## src/rtl/i2c_sequencer.sv

```systemverilog
// i2c_sequencer: walks an instruction ROM from address 0 and issues I2C read/write transactions
//
// Each ROM word is op[31:24] | dev[23:16] | reg[15:8] | data[7:0].
// Opcodes: 0x00 NOP, 0x01 read, 0x02 write; any other value aborts the run.
//
// Ports:
//   clk_i, reset_n_i          clock, asynchronous active-low reset
//   start_i                   one-cycle pulse, begins a run at address 0 (accepted only in IDLE)
//   mem_addr_o                ROM address (the program counter)
//   mem_data_i, mem_error_i   registered ROM word and error code, valid one cycle after mem_addr_o
//   i2c_req_o .. i2c_wdata_o  transaction request and its fields to the I2C master
//   i2c_ack_i                 master accepted the request
//   i2c_done_i, i2c_nack_i    transaction finished, slave NACK qualifier
//   i2c_rdata_i               read byte, valid with i2c_done_i
//   rd_data_o, rd_valid_o     last read byte and its one-cycle update strobe
//   busy_o, done_o            run in progress, one-cycle end-of-run pulse
//   err_code_o                0 ok, 1 bad ROM address, 2 illegal op, 3 NACK, 4 timeout
//
// Optional: define I2C_SEQ_TIMEOUT_EN to abort a transaction that stays in
// REQ/RESP until its 16-bit cycle counter reaches 16'hFFFF.
module i2c_sequencer #(
    parameter int ADDR_WIDTH = 8,
    parameter int PROG_LEN   = 2
) (
    input  logic                  clk_i,
    input  logic                  reset_n_i,
    input  logic                  start_i,
    output logic [ADDR_WIDTH-1:0] mem_addr_o,
    input  logic [31:0]           mem_data_i,
    input  logic [3:0]            mem_error_i,
    output logic                  i2c_req_o,
    output logic                  i2c_rw_o,
    output logic [7:0]            i2c_dev_o,
    output logic [7:0]            i2c_reg_o,
    output logic [7:0]            i2c_wdata_o,
    input  logic                  i2c_ack_i,
    input  logic                  i2c_done_i,
    input  logic                  i2c_nack_i,
    input  logic [7:0]            i2c_rdata_i,
    output logic [7:0]            rd_data_o,
    output logic                  rd_valid_o,
    output logic                  busy_o,
    output logic                  done_o,
    output logic [3:0]            err_code_o
);
    typedef enum logic [2:0] {IDLE, FETCH, WAIT, DECODE, REQ, RESP, NEXT, FINISH} state_t;

    localparam logic [ADDR_WIDTH-1:0] LAST = ADDR_WIDTH'(PROG_LEN - 1);

    state_t                state_q, state_d;
    logic [ADDR_WIDTH-1:0] pc_q, pc_d;
    logic                  req_q, req_d;
    logic                  rw_q, rw_d;
    logic [7:0]            dev_q, dev_d;
    logic [7:0]            reg_q, reg_d;
    logic [7:0]            wdata_q, wdata_d;
    logic [7:0]            rd_data_q, rd_data_d;
    logic                  rd_valid_q, rd_valid_d;
    logic [3:0]            err_q, err_d;
`ifdef I2C_SEQ_TIMEOUT_EN
    logic [15:0]           cnt_q, cnt_d;
`endif

    logic [7:0] op;
    assign op = mem_data_i[31:24];

    always_comb begin
        state_d    = state_q;
        pc_d       = pc_q;
        req_d      = req_q;
        rw_d       = rw_q;
        dev_d      = dev_q;
        reg_d      = reg_q;
        wdata_d    = wdata_q;
        rd_data_d  = rd_data_q;
        rd_valid_d = 1'b0;
        err_d      = err_q;
`ifdef I2C_SEQ_TIMEOUT_EN
        cnt_d      = cnt_q;
`endif
        unique case (state_q)
            IDLE: begin
                if (start_i) begin
                    pc_d    = '0;
                    err_d   = 4'd0;
                    state_d = FETCH;
                end
            end
            FETCH:  state_d = WAIT;
            WAIT:   state_d = DECODE;
            DECODE: begin
                if (mem_error_i != 4'd0) begin
                    err_d   = 4'd1;
                    state_d = FINISH;
                end else if (op == 8'h00) begin
                    state_d = NEXT;
                end else if (op == 8'h01 || op == 8'h02) begin
                    rw_d    = (op == 8'h01);
                    dev_d   = mem_data_i[23:16];
                    reg_d   = mem_data_i[15:8];
                    wdata_d = mem_data_i[7:0];
                    req_d   = 1'b1;
                    state_d = REQ;
`ifdef I2C_SEQ_TIMEOUT_EN
                    cnt_d   = '0;
`endif
                end else begin
                    err_d   = 4'd2;
                    state_d = FINISH;
                end
            end
            REQ, RESP: begin
`ifdef I2C_SEQ_TIMEOUT_EN
                cnt_d = cnt_q + 16'd1;
`endif
                // done in REQ counts as ack+done, with or without ack
                if (i2c_done_i) begin
                    req_d      = 1'b0;
                    state_d    = i2c_nack_i ? FINISH : NEXT;
                    err_d      = i2c_nack_i ? 4'd3 : err_q;
                    rd_valid_d = !i2c_nack_i && rw_q;
                    rd_data_d  = (!i2c_nack_i && rw_q) ? i2c_rdata_i : rd_data_q;
                end else if (state_q == REQ && i2c_ack_i) begin
                    req_d   = 1'b0;
                    state_d = RESP;
                end
`ifdef I2C_SEQ_TIMEOUT_EN
                else if (&cnt_d) begin
                    req_d   = 1'b0;
                    err_d   = 4'd4;
                    state_d = FINISH;
                end
`endif
            end
            NEXT: begin
                if (pc_q == LAST) begin
                    state_d = FINISH;
                end else begin
                    pc_d    = pc_q + ADDR_WIDTH'(1);
                    state_d = FETCH;
                end
            end
            FINISH: state_d = IDLE;
        endcase
    end

    always_ff @(posedge clk_i or negedge reset_n_i) begin
        if (!reset_n_i) begin
            state_q    <= IDLE;
            pc_q       <= '0;
            req_q      <= 1'b0;
            rw_q       <= 1'b0;
            dev_q      <= '0;
            reg_q      <= '0;
            wdata_q    <= '0;
            rd_data_q  <= '0;
            rd_valid_q <= 1'b0;
            err_q      <= '0;
`ifdef I2C_SEQ_TIMEOUT_EN
            cnt_q      <= '0;
`endif
        end else begin
            state_q    <= state_d;
            pc_q       <= pc_d;
            req_q      <= req_d;
            rw_q       <= rw_d;
            dev_q      <= dev_d;
            reg_q      <= reg_d;
            wdata_q    <= wdata_d;
            rd_data_q  <= rd_data_d;
            rd_valid_q <= rd_valid_d;
            err_q      <= err_d;
`ifdef I2C_SEQ_TIMEOUT_EN
            cnt_q      <= cnt_d;
`endif
        end
    end

    assign mem_addr_o  = pc_q;
    assign i2c_req_o   = req_q;
    assign i2c_rw_o    = rw_q;
    assign i2c_dev_o   = dev_q;
    assign i2c_reg_o   = reg_q;
    assign i2c_wdata_o = wdata_q;
    assign rd_data_o   = rd_data_q;
    assign rd_valid_o  = rd_valid_q;
    assign busy_o      = state_q != IDLE;
    assign done_o      = state_q == FINISH;
    assign err_code_o  = err_q;
endmodule

```

## config.mk

```make
export PLATFORM = sky130hd
export DESIGN_NAME = i2c_sequencer
export DESIGN_NICKNAME = d
export VERILOG_FILES = /design/src/rtl/i2c_sequencer.sv
export SDC_FILE = /design/constraint.sdc
export NUM_CORES = 1
export LEC_CHECK = 0
export CAP_MARGIN = 30
export CORE_ASPECT_RATIO = 0.7
export CORE_MARGIN = 1
export CORE_UTILIZATION = 40
export CTS_BUF_LIST = sky130_fd_sc_hd__clkbuf_8
export CTS_CLUSTER_DIAMETER = 80
export DETAILED_ROUTE_END_ITERATION = 12
export GPL_TIMING_DRIVEN = 0
export PLACE_DENSITY_LB_ADDON = 0.25
export REMOVE_ABC_BUFFERS = 1
export SLEW_MARGIN = 20
export SYNTH_ARGS = -nofsm -noshare
export SYNTH_HDL_FRONTEND = slang
export SYNTH_SLANG_ARGS = --single-unit
```

## constraint.sdc

```tcl
create_clock -name clk_i -period 3.4 [get_ports clk_i]
set_clock_uncertainty 0.2 [all_clocks]
set_input_delay 0.68 -clock clk_i [delete_from_list [all_inputs] [get_ports clk_i]]
set_output_delay 0.68 -clock clk_i [all_outputs]
set_load 0.05 [all_outputs]
```

==> notes.md, run 1 <==
flow finished, numbers: unrepaired setup endpoints after global routing false, flops out of synthesis 48, share of layout cells above drive strength 1 0.181, Area Overhead vs Synth 47.6%, crit end category output port, minimum clock period about 2.8 ns, top cells by count, synth dfrtp_1, mux2_4, mux2_2, nor2_1, nand2_1, nets between 300 and 400, sw frac 0.400, Setup Viol. Count Final 0, tool warnings 26, Syn Inst Count about 180, Reg power frac 0.417, max frequency ~360 MHz, stages on the worst setup path 3, number of buffers created by CTS 5, initial antenna violation count 0, IO Count around 100, CP max-delay cell clkdlybuf4s50_1, Place WS around 0.4 ns, Flop area approximately 0.0012 sq mm, hold-fix buffer count after cts 0, Top-area cell share 0.520, Comb power frac 0.392, Crit Path Category reg -> out, Int Power 1.11 mW, via count about 1700, post_cts resized 0, initial DRC count just over 70, leading area contributor after synthesis dfrtp_1, pwr/cell area ~540 mW/mm^2, status finished, final reports clean, GPL Wtd Cong a little over 0.8, R2R cell count 4, DP Wirelength roughly 3900 um, GR Overflow Total 0, final number of hold-violating endpoints 0, Synth Seq Share 0.520, Hold Path Class in -> async, # Post-CTS Setup Buffers 0, setup_tns 0 ns, comb. cell area around 0.0010 sq mm, total power draw ~1.9 mW, Worst path max stage delay approximately 0.70 ns, worst-path fanout max 14, Yosys chip area ~0.0023 sq mm, Reg clk slew, reported paths 0.08 ns, drt via density between 4 and 5, area of the core about 0.0054 sq mm, max_slew headroom 0.633, yosys warns 0, die y size about 66 um, vias in the first global route ~1700, CP Data Required Time 2.52 ns, Synth Cell Area approximately 0.0023 sq mm, ys flop type dfrtp_1, Critical path buffers and inverters 2, Critical Path Start Type flip-flop, ys cells about 180, first-pass GRT wire length about 8600 um, largest net degree at the start of global routing 33, Port Buffers ~96, Final period util 0.824, clk latency late pin around 0.29 ns, Fillers roughly 450, Routed Antenna Nets 0, R2R Setup Slk between 1 and 1.5 ns, Pre-antenna DRT Iters 4, wire per inst approximately 15 um, residual DRC count 0, Synth async-reset ratio 1.00, clock power share 0.191, sw power 742 uW, clock sink total 48, Synth cell types slightly below 50, Cell area leaders dfrtp_1, mux2_4, mux2_2, Max clock buf depth 2, Final WS setup between 0.5 and 0.6 ns, Global Route Usage Sum 0.188, crit path cell chain nor3_1 -> inv_1 -> clkdlybuf4s50_1, antenna cells 0, worst r2r src state_q[2], # rows 22, htree depth 2, worst r2r dst i2c_wdata_o[3]
==> run 1: power by group through the flow <==
| stage | clock, mW | sequential [mW] | combinational [mW] |
|---|---|---|---|
| after global routing | 0.398 | 0.794 | 0.790 |
| after detailed placement | 0 | 0.783 | 0.730 |
| after global placement | 0 | 0.784 | 0.722 |
| after CTS | 0.367 | 0.773 | 0.733 |
| after floorplan | 0 | 0.946 | 0.290 |
| final | 0.354 | 0.773 | 0.727 |
==> run 1: registers in the layout, indices dropped and copies added (netlist names) <==
name         cells
state_q          3
i2c_wdata_o      8
i2c_req_o        1
rd_data_o        8
i2c_rw_o         1
rd_valid_o       1
err_code_o       2
mem_addr_o       8
i2c_dev_o        8
i2c_reg_o        8
==> run 1: how the worst max path moves through the flow <==
stage	startpoint	to	slack (ns)
2_1_floorplan	mem_data_i[31]	i2c_wdata_o[0]	1.08
3_3_place_gp	reset_n_i	i2c_dev_o[0]	0.06
3_5_place_dp	mem_data_i[31]	i2c_wdata_o[3]	0.40
4_1_cts	state_q[2]	done_o	0.59
5_1_grt	state_q[2]	done_o	0.50
6_report	state_q[1]	busy_o	0.60
==> run 1: final cells by class <==
| cell class | instances | share of cell area |
|---|---|---|
| Tap cell | 72 | 0.0264 |
| Clock inverter | 2 | 0.00404 |
| Clock buffer | 6 | 0.0242 |
| Multi-Input combinational cell | 117 | 0.300 |
| Sequential cell | 48 | 0.352 |
| Timing Repair Buffer | 97 | 0.286 |
| Inverter | 6 | 0.00660 |
==> run 1: layout by cell type, fill, tap and decap left out, drive strengths merged, types with 4 or more instances in the layout <==
master,n
mux2,32
dfrtp,48
nand2,8
nand3,5
inv,7
clkdlybuf4s50,95
o21ai,4
nor2,11
nor3,4
clkbuf,6
a21oi,6
==> run 1: metal layers <==
metal	vias to the layer above	part of all wire	track usage
li1	832	-	-
met1	831	0.48	0.263
met2	69	0.44	0.281
met3	5	0.070	0.0544
met4	0	0.0092	0.0577
met5	-	0	0
==> run 1: metrics by stage <==
stage,utilization,cell area [sq um],std cells,hold slack [ns]
floorplan,-,2250,171,0.184
global placement,0.612,3300,339,0.274
detailed placement,0.614,3310,340,0.282
CTS,0.632,3410,348,0.116
global route,0.632,3410,348,0.114
finish,0.632,3410,348,0.105
==> run 1: kinds of logic after synthesis <==
logic type,share of synthesized area
and+or+nand+nor,0.147
DFF,0.520
muxes,0.189
AOI/OAI and AO/OA,0.0774
buffers and inverters,0.0384
xor gates and xnor gates,0.0152
adders and majority gates,0.0108
other,0.00162
==> run 1: worst reg2reg max path: cells and delay by family (launching register included) <==
kind | cells | cell delay, ns
simple gates | 3 | 0.99
mux | 1 | 0.42
flops | 1 | 0.54
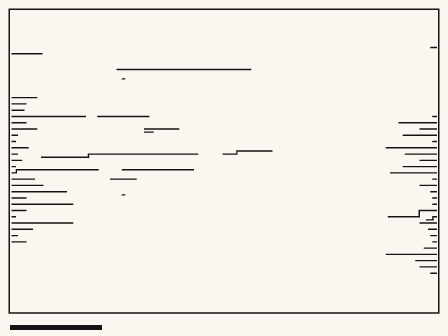
*Signal wires on met3, run 1*
The bar under the picture is 20 um long.
58 nets have wire on it. The wires run mostly horizontal. The longest straight run is 29.0 um. The layer holds 7.0% of the routed length. The layer carries 360 um of wire.

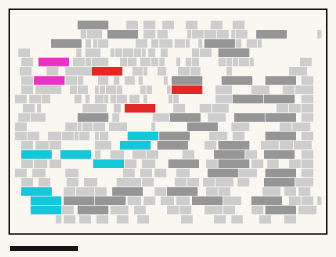
*Where the registers sit, run 1*
The bar under the picture is 20 um long.
Key: `rd_data_o` = cyan [sequential cells 8]; `err_code_o` = magenta [sequential cells 2]; `state_q` = red [sequential cells 3]

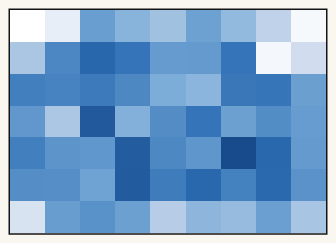
*Cell area per tile, run 1*
The die is cut into 9 by 7 equal tiles; white is low, dark blue is high, 0 to 100% covered.
The emptiest ninth of the die: top right. The fullest tile reaches 89%. The mean over all tiles is 55%. 1.6% of the tiles are nearly empty. 13% of the tiles are over 75% full.

==> run 2, diff against run 1 <==
Clock period 3.4 ns to 2.9 ns, I/O delays scaled along.
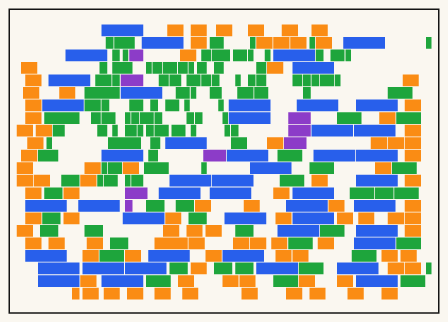
*Cells colored by class, run 2*
Key: clock drivers and dummy loads = purple [cells 8, share of their area 2.9%]; flip-flops = blue [cells 48, share of their area 36%]; all other logic = green [cells 123, share of their area 32%]; other buffers and delay cells = orange [cells 97, share of their area 29%]

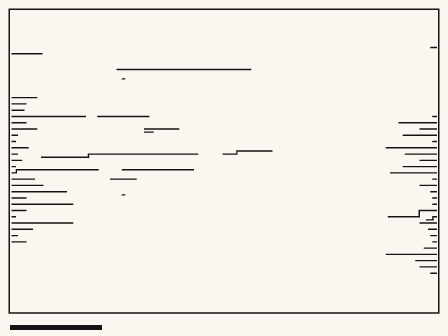
*Signal wires on met3, run 2*
The bar under the picture is 20 um long.
The layer carries 360 um of wire. The wires run mostly horizontal. The longest straight run is 29.0 um. 58 nets have wire on it.

==> run 2 against run 1 <==
  * Hold slack lost 0.10 ns
  * Highest routed layer unchanged
  * First-iteration DRC count is the same
  * Total power grew 17%
==> notes.md, run 2 <==
flow finished, numbers: status finished, final reports clean (unchanged), max_slew headroom 0.633 (unchanged), WHS 0.00548 ns (was 0.105 ns), hold-fix buffer count after cts 0 (unchanged), ys flop type dfrtp_1 (unchanged), yosys warns 0 (unchanged), post_cts resized 0 (unchanged), worst r2r dst i2c_wdata_o[3] (unchanged), Syn Inst Count 177 (unchanged), IO Count 99 (unchanged), Critical Path Start Type flip-flop (unchanged), # Post-CTS Setup Buffers 0 (unchanged), nets 327 (unchanged), Final period util 0.931, Top-area cell share 0.520 (unchanged), Setup Viol. Count Final 0 (unchanged), final number of hold-violating endpoints 0 (unchanged), tool warnings 26 (unchanged), top cells by count, synth dfrtp_1, mux2_4, mux2_2, nor2_1, nand2_1 (unchanged), GR Overflow Total 0 (unchanged), ys cells 177 (unchanged), CP Data Required Time 2.12 ns (was 2.52 ns), number of buffers created by CTS 5 (unchanged), # rows 22 (unchanged), initial DRC count 72 (unchanged), Global Route Usage Sum 0.188 (unchanged), Crit Path Category reg -> out (unchanged), Reg clk slew, reported paths 0.08 ns (about the same), leading area contributor after synthesis dfrtp_1 (unchanged), Max clock buf depth 2 (unchanged), wire per inst 14.8 um (unchanged), htree depth 2 (unchanged), pwr/cell area 638 mW/mm^2 (was 544 mW/mm^2), DP Wirelength 3950 um (unchanged), largest net degree at the start of global routing 33 (unchanged), unrepaired setup endpoints after global routing false (unchanged), initial antenna violation count 0 (unchanged), setup_tns 0 ns (unchanged), Post-Route Utilization 0.632 (unchanged), via count 1737 (unchanged), Yosys chip area 0.00231 sq mm (unchanged), dpl cells 340 (unchanged), clock sink total 48 (unchanged), residual DRC count 0 (unchanged), most frequent cells in the layout clkdlybuf4s50_1, dfrtp_1, mux2_4 (unchanged), R2R Setup Slk 0.65 ns (was 1.15 ns), Routed Antenna Nets 0 (unchanged), share of layout cells above drive strength 1 0.181 (unchanged), die y size 65.6 um (unchanged), flops out of synthesis 48 (unchanged), Final WS setup 0.200 ns (was 0.600 ns), Hold Path Class in -> async (unchanged), area of the core 0.00540 sq mm (unchanged), Cell area leaders dfrtp_1, mux2_4, mux2_2 (unchanged), Place WS -0.00371 ns (was 0.396 ns), Port Buffers 96 (unchanged), Synth cell types 49 (unchanged), Pre-antenna DRT Iters 4 (unchanged), crit end category output port (unchanged), non-filler cells, final 348 (unchanged), R2R cell count 4 (unchanged)
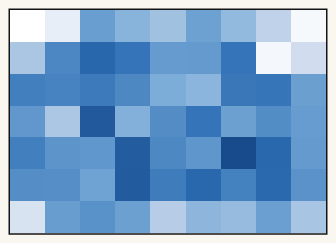
*Cell area per tile, run 2*
The die is cut into 9 by 7 equal tiles; white is low, dark blue is high, 0 to 100% covered.
1.6% of the tiles are nearly empty. The fullest tile reaches 89%. The emptiest ninth of the die: top right. 13% of the tiles are over 75% full. The mean over all tiles is 55%.

## run 2: cell counts after synthesis
Identical to the previous run, type by type.
## run 2: where the power goes
part,total [mW],switching [mW],internal [mW]
clock,0.416,0.220,0.195
combinational,0.853,0.498,0.355
sequential,0.907,0.151,0.755
total,2.18,0.870,1.31
## run 2: area by class of cell
type | count | area (sq um)
multi-input cells | 117 | 1020
fillers | 450 | 1980
clock inverters | 2 | 13.8
clock buffers | 6 | 82.6
well taps | 72 | 90.1
flip-flops and latches | 48 | 1200
inverters | 6 | 22.5
repair buffers | 97 | 976
## run 2: metal layers
metal / vias up / routed length (um) / GRT usage
met5: - / 0 / 0
li1: 832 / - / -
met1: 831 / 2440 / 0.263
met3: 5 / 360 / 0.0544
met4: 0 / 47 / 0.0577
met2: 69 / 2280 / 0.281
## run 2: critical path: stages (launching register included)
cell,delay (ns)
dfrtp_1,0.52
nor3_1,0.34
inv_1,0.07
clkdlybuf4s50_1,0.70
## run 2: logic make-up (layout without fill, tap and decap cells)
family          count (synthesis)  in the layout  synth area share
fa+ha+maj                       2              2            0.0108
simple gates                   51             51             0.147
compound gates                 25             25            0.0774
buf+inv                        13            111            0.0384
other cells                     1              2           0.00162
xor+xnor                        4              4            0.0152
flops                          48             48             0.520
mux                            33             33             0.189
## run 2: worst max path at each step
stage | startpoint | to | slack, ns | cells after the start
floorplan | mem_data_i[31] | i2c_wdata_o[0] | 0.68 | 4
global placement | reset_n_i | i2c_dev_o[0] | -0.34 | 1
detailed placement | mem_data_i[31] | i2c_wdata_o[3] | -0.004 | 5
CTS | state_q[2] | done_o | 0.19 | 2
global route | state_q[2] | done_o | 0.1 | 2
finish | state_q[1] | busy_o | 0.20 | 3
## run 2: metrics by stage
stage	cell area, sq um	total power, mW
after floorplan	2250	1.45
after CTS	3410	2.20
after global placement	3300	1.77
after detailed placement	3310	1.77
final	3410	2.18
after global routing	3410	2.32
Power figures rest on the tool's default switching activity, not on a simulated workload.
